## config.mk

```make
export PLATFORM = sky130hd
export DESIGN_NAME = uart_ctrl_fifo_ptr_tracker
export DESIGN_NICKNAME = d
export VERILOG_FILES = /design/src/rtl/uart_ctrl_ptr_pkg.sv /design/src/rtl/uart_ctrl_fifo_cnt.sv /design/src/rtl/uart_ctrl_fifo_ptr_tracker.sv
export SDC_FILE = /design/constraint.sdc
export NUM_CORES = 1
export LEC_CHECK = 0
export CAP_MARGIN = 20
export CORE_MARGIN = 2
export CORE_UTILIZATION = 45
export CTS_BUF_LIST = sky130_fd_sc_hd__clkbuf_8
export DETAILED_ROUTE_END_ITERATION = 8
export PLACE_DENSITY = 0.85
export SYNTH_ARGS = -nofsm -noshare
export SYNTH_HDL_FRONTEND = slang
export SYNTH_SLANG_ARGS = --single-unit
```

## constraint.sdc

```tcl
create_clock -name clock -period 8.4 [get_ports clock]
set_clock_uncertainty 0.15 [all_clocks]
set_input_delay 1.68 -clock clock [delete_from_list [all_inputs] [get_ports clock]]
set_output_delay 1.68 -clock clock [all_outputs]
set_load 0.02 [all_outputs]
```

## src/rtl/uart_ctrl_ptr_pkg.sv

```systemverilog
// Shared types, defaults and helpers for the UART FIFO occupancy tracker.
package uart_ctrl_ptr_pkg;

    localparam int unsigned DEFAULT_DEPTH = 16;

    typedef enum logic [1:0] {
        TRIG_1  = 2'd0,
        TRIG_4  = 2'd1,
        TRIG_8  = 2'd2,
        TRIG_HI = 2'd3
    } rx_trig_sel_e;

    // RX trigger threshold in entries; TRIG_HI sits two entries below full.
    function automatic int unsigned trig_level(rx_trig_sel_e sel, int unsigned depth);
        int unsigned lvl;
        case (sel)
            TRIG_1:  lvl = 1;
            TRIG_4:  lvl = 4;
            TRIG_8:  lvl = 8;
            default: lvl = depth - 2;
        endcase
        return lvl;
    endfunction

endpackage

```

## src/rtl/uart_ctrl_fifo_cnt.sv

```systemverilog
// One FIFO direction: saturating occupancy counter, sticky ovf/udf flags and
// optional high-water mark (built only when UART_CTRL_FIFO_HWM_EN is defined).
module uart_ctrl_fifo_cnt
    import uart_ctrl_ptr_pkg::*;
#(
    parameter int unsigned DEPTH = DEFAULT_DEPTH,
    parameter int unsigned PTR_W = $clog2(DEPTH) + 1
) (
    input  logic             clock,
    input  logic             reset,
    input  logic             push,
    input  logic             pop,
    input  logic             fifo_rst,
    input  logic             clr_flags,
    output logic [PTR_W-1:0] cnt,
    output logic [PTR_W-1:0] cnt_d_c,
    output logic             ovf,
    output logic             udf,
    output logic [PTR_W-1:0] hwm
);

    localparam logic [PTR_W-1:0] FULL = PTR_W'(DEPTH);

    logic [PTR_W-1:0] cnt_d, cnt_q;
    logic             ovf_d, ovf_q;
    logic             udf_d, udf_q;
    logic             ovf_set, udf_set;

    always_comb begin
        cnt_d   = cnt_q;
        ovf_set = 1'b0;
        udf_set = 1'b0;
        if (fifo_rst) begin
            cnt_d = '0;
        end else if (push && !pop) begin
            if (cnt_q == FULL) ovf_set = 1'b1;
            else               cnt_d   = cnt_q + PTR_W'(1);
        end else if (pop && !push) begin
            if (cnt_q == '0) udf_set = 1'b1;
            else             cnt_d   = cnt_q - PTR_W'(1);
        end else if (push && pop && (cnt_q == '0)) begin
            // Empty FIFO: the write lands, the read has nothing to take.
            cnt_d   = PTR_W'(1);
            udf_set = 1'b1;
        end
        ovf_d = (ovf_q && !clr_flags) || ovf_set;
        udf_d = (udf_q && !clr_flags) || udf_set;
    end

    always_ff @(posedge clock) begin
        if (reset) begin
            cnt_q <= '0;
            ovf_q <= 1'b0;
            udf_q <= 1'b0;
        end else begin
            cnt_q <= cnt_d;
            ovf_q <= ovf_d;
            udf_q <= udf_d;
        end
    end

    assign cnt     = cnt_q;
    assign cnt_d_c = cnt_d;
    assign ovf     = ovf_q;
    assign udf     = udf_q;

`ifdef UART_CTRL_FIFO_HWM_EN
    logic [PTR_W-1:0] hwm_d, hwm_q;

    // A clear restarts tracking from the count being written this cycle.
    always_comb begin
        hwm_d = hwm_q;
        if (clr_flags || (cnt_d > hwm_q)) hwm_d = cnt_d;
    end

    always_ff @(posedge clock) begin
        if (reset) hwm_q <= '0;
        else       hwm_q <= hwm_d;
    end

    assign hwm = hwm_q;
`else
    assign hwm = '0;
`endif

endmodule

```

## src/rtl/uart_ctrl_fifo_ptr_tracker.sv

```systemverilog
// TX/RX FIFO occupancy tracker with registered empty/trigger decode.
// Optional HWM registers: define UART_CTRL_FIFO_HWM_EN.
module uart_ctrl_fifo_ptr_tracker
    import uart_ctrl_ptr_pkg::*;
#(
    parameter int unsigned DEPTH = DEFAULT_DEPTH,
    parameter int unsigned PTR_W = $clog2(DEPTH) + 1
) (
    input  logic             clock,
    input  logic             reset,
    input  logic             tx_push,
    input  logic             tx_pop,
    input  logic             rx_push,
    input  logic             rx_pop,
    input  logic             tx_fifo_rst,
    input  logic             rx_fifo_rst,
    input  logic [1:0]       rx_trig_sel,
    input  logic             clr_flags,
    output logic [PTR_W-1:0] tx_fifo_ptr,
    output logic [PTR_W-1:0] rx_fifo_ptr,
    output logic             tx_empty,
    output logic             rx_trig,
    output logic             tx_ovf,
    output logic             rx_ovf,
    output logic             tx_udf,
    output logic             rx_udf,
    output logic [PTR_W-1:0] tx_hwm,
    output logic [PTR_W-1:0] rx_hwm
);

    logic [PTR_W-1:0] tx_cnt_d, rx_cnt_d;
    logic [PTR_W-1:0] trig_lvl;
    logic             tx_empty_d, tx_empty_q;
    logic             rx_trig_d, rx_trig_q;

    uart_ctrl_fifo_cnt #(.DEPTH(DEPTH), .PTR_W(PTR_W)) u_tx_cnt (
        .clock     (clock),
        .reset     (reset),
        .push      (tx_push),
        .pop       (tx_pop),
        .fifo_rst  (tx_fifo_rst),
        .clr_flags (clr_flags),
        .cnt       (tx_fifo_ptr),
        .cnt_d_c   (tx_cnt_d),
        .ovf       (tx_ovf),
        .udf       (tx_udf),
        .hwm       (tx_hwm)
    );

    uart_ctrl_fifo_cnt #(.DEPTH(DEPTH), .PTR_W(PTR_W)) u_rx_cnt (
        .clock     (clock),
        .reset     (reset),
        .push      (rx_push),
        .pop       (rx_pop),
        .fifo_rst  (rx_fifo_rst),
        .clr_flags (clr_flags),
        .cnt       (rx_fifo_ptr),
        .cnt_d_c   (rx_cnt_d),
        .ovf       (rx_ovf),
        .udf       (rx_udf),
        .hwm       (rx_hwm)
    );

    // Decode from next-state counts so these line up with the pointer outputs.
    always_comb begin
        trig_lvl   = PTR_W'(trig_level(rx_trig_sel_e'(rx_trig_sel), DEPTH));
        tx_empty_d = (tx_cnt_d == '0);
        rx_trig_d  = (rx_cnt_d >= trig_lvl);
    end

    always_ff @(posedge clock) begin
        if (reset) begin
            tx_empty_q <= 1'b1;
            rx_trig_q  <= 1'b0;
        end else begin
            tx_empty_q <= tx_empty_d;
            rx_trig_q  <= rx_trig_d;
        end
    end

    assign tx_empty = tx_empty_q;
    assign rx_trig  = rx_trig_q;

endmodule

```

==> run summary <==
run results: cell area after synthesis around 1300 um^2, worst-case register-to-register setup slack between 4 and 5 ns, data required time of the critical path 8.37 ns, via count of the first global-routing pass 994, worst stage delay on the critical path between 0.6 and 0.7 ns, post-synthesis register bit count 16, sum of internal, switching and leakage power 210 uW, cell count after synthesis 166, logic depth of the worst path, buffers included 11, Slowest-stage cell, CP sky130_fd_sc_hd__clkdlybuf4s50_1, Top non-seq family simple AND/OR/NAND/NOR gates, cell depth of the worst flop-to-flop path 13, largest cells by area after synthesis sky130_fd_sc_hd__dfxtp_1 (25%), sky130_fd_sc_hd__ha_1 (8.9%), sky130_fd_sc_hd__buf_4 (6.5%), share of layout cells above drive strength 1 3.21%, adder-cell share of the synthesized area under 10%, worst path cell trace clkdlybuf4s50_1 > nand2b_1 > a31oi_1 > or4_4 > and2_1 > ha_1 > nand2b_1 > a21o_1 > a21o_1 > a21oi_1 > o21bai_1, library cell occupying the most area in the post-synthesis netlist sky130_fd_sc_hd__dfxtp_1, capture point of the worst reg-to-reg path rx_trig, terminating pin of the worst hold path u_tx_cnt.ovf, worst slack, placed between 3 and 4 ns, Antenna Cells 0, startpoint of the most critical setup path rx_pop, Synth top cell by count sky130_fd_sc_hd__dfxtp_1, number of placement rows 19, highest clock frequency the design can meet 0.238 GHz, largest net degree at the start of global routing 17, worst min-delay path category reg -> reg, headroom to the max-slew limit 61.4%, comb pwr 58.4 uW, worst hold path cell count 2, hold_ws 0.312 ns, Placer Congestion roughly 0.84, clk slew on worst S/H paths 0.06 ns, vertical die dimension 57.2 um, sequential logic power 84.1 uW, remaining design rule violation count 0, placeable core region approximately 2700 um^2, number of vias per cell after detailed routing 5.65, Critical Path AT 4.18 ns, cell internal power dissipation 147 uW, Total Neg Setup Slack 0 ns, initial cell density of the core 46.9%, share of synthesized area occupied by flip-flops and latches 25.2%, CTS tree done, minimum clock period after layout roughly 4.2 ns, clock share of power 32.1%, number of buffers on the longest clock path 2, worst-path fanout max 9, outcome complete, no violations, Avg WL per Cell 12.8 um, TritonCTS Buffers 3, count of buffers inserted at the top-level ports 26, endpoints failing hold 0, crit end category flip-flop, static leakage 0.000606 uW, root buffer cell sky130_fd_sc_hd__clkbuf_8, insertion delay to the later sink of the worst-skew pair 0.25 ns, start point of the worst min-delay path u_tx_cnt.ovf, top contributor to total power registers, prevailing post-synth register cell sky130_fd_sc_hd__dfxtp_1, area fraction in compound gates after synthesis 19.5%, total tool warning count 29, most common logic cell in the routed design sky130_fd_sc_hd__clkdlybuf4s50_1, Sw Ratio 30.2%, average cell area after synthesis 7.66 um^2, final cell utilization of the core 57.1%, unrepaired setup endpoints after global routing no, DRT iter0 DRCs 58, CTS sink count 16, Resized Gates After CTS 0, area growth from synthesis to final layout 21.8%, number of nets still failing antenna checks after routing 0, Least-Margin Pin Slew 0.578 ns, first-pass iteration count of the detailed router 4, I/O pin cnt 37, CTS Hold Bufs 0, number of distinct library cells after synthesis 42, power of the clock network 67.5 uW, fraction of synthesized cell area in xor and xnor cells about 3.4%, number of maximum-capacitance constraint violations 0, Nets about 210, Multiplexer share 0.886%, chip area from the yosys synthesis statistics ~1300 um^2, global route total overflow 0, worst IR drop on VDD 0.108 mV, fin. max-slew vios 0, post-route worst setup slack between 4 and 5 ns, buffer count from post-CTS setup fixing 0, critical path type in -> reg, final critical-path share of the clock period between 50 and 60%, Commonest cells post-synth sky130_fd_sc_hd__dfxtp_1 (16), sky130_fd_sc_hd__nor2_1 (13), sky130_fd_sc_hd__a21oi_1 (11), sky130_fd_sc_hd__buf_4 (11), sky130_fd_sc_hd__inv_1 (10), Net Sw Power 63.4 uW, async set or reset register ratio after synthesis 0%, overall chip area 3270 um^2, crit path capture rx_trig, Die Width 57.2 um, post-synth tally of flip-flops with integrated enable 0, Yosys Warn Count 0, launching point of the worst reg2reg path u_rx_cnt.cnt[1], startpoint kind of the worst setup timing path input pin, Setup Viol. Count Final 0, combinational power share 27.8%, DP Cell Count 214, area of all placed cells without fillers ~1500 um^2, critical path's top delay family simple AND/OR/NAND/NOR gates, part of the total power dissipated in sequential elements 40.0%, ratio of total power to cell area 136 nW/um^2, Non-Filler Instances 218, count of H-tree levels built during CTS 1, Synth top area share 25.2%, commonest non-fill, non-tap cells in the layout sky130_fd_sc_hd__clkdlybuf4s50_1 (26), sky130_fd_sc_hd__dfxtp_1 (16), sky130_fd_sc_hd__nor2_1 (13), sky130_fd_sc_hd__a21oi_1 (11), yosys cell count 166, first-pass GRT wire length 4.53 mm, WP buf/inv 1, instance area at placement 1490 um^2, simple logic cell fraction of the synthesized area 30.1%, antenna violations before repair 0, HPWL Detailed 2.16 mm
-- metal layers --
layer / up-vias / track usage [%] / share of wire [%]
met1: 566 / 24.1 / 44
met2: 47 / 27.8 / 47
met4: 0 / 1.99 / 0.29
met5: - / 0 / 0
met3: 2 / 4.76 / 8.0
li1: 617 / - / -
-- state kept, by name, indices dropped and copies added, names as in the netlist --
register / count
u_rx_cnt.udf: 1
u_tx_cnt.cnt: 5
tx_empty: 1
u_tx_cnt.udf: 1
rx_trig: 1
u_tx_cnt.ovf: 1
u_rx_cnt.ovf: 1
u_rx_cnt.cnt: 5
-- layout make-up --
cell class                 instances  area, um^2
sequential                        16         320
fill                             254        1160
inverter                          10        37.5
tap                               31        38.8
clock buffer                       4        55.1
multi-input combinational        131         836
timing repair buffer              26         260
==> images/congestion.png <==
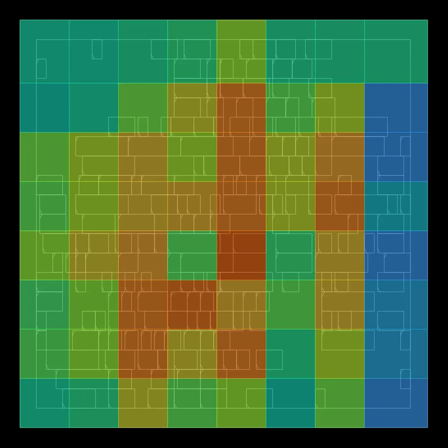
global routing usage on met1: 24.1%
most utilized layer in the global route result: met2
met3 Resource Use GR: 4.76%
global router's overall resource usage: 17.3%

==> images/layer_met3.png <==
Scale: 8 px per um. Cells faint in the background.
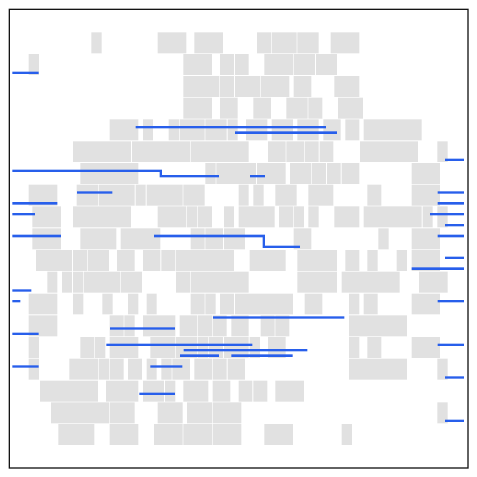
wire length on this layer: 225 um
longest straight run: 23.5 um
share of all routed wire: 8.0%
main direction: horizontal
final wirelength: 2.80 mm
routed vias: 1232

Power figures rest on the tool's default switching activity, not on a simulated workload.
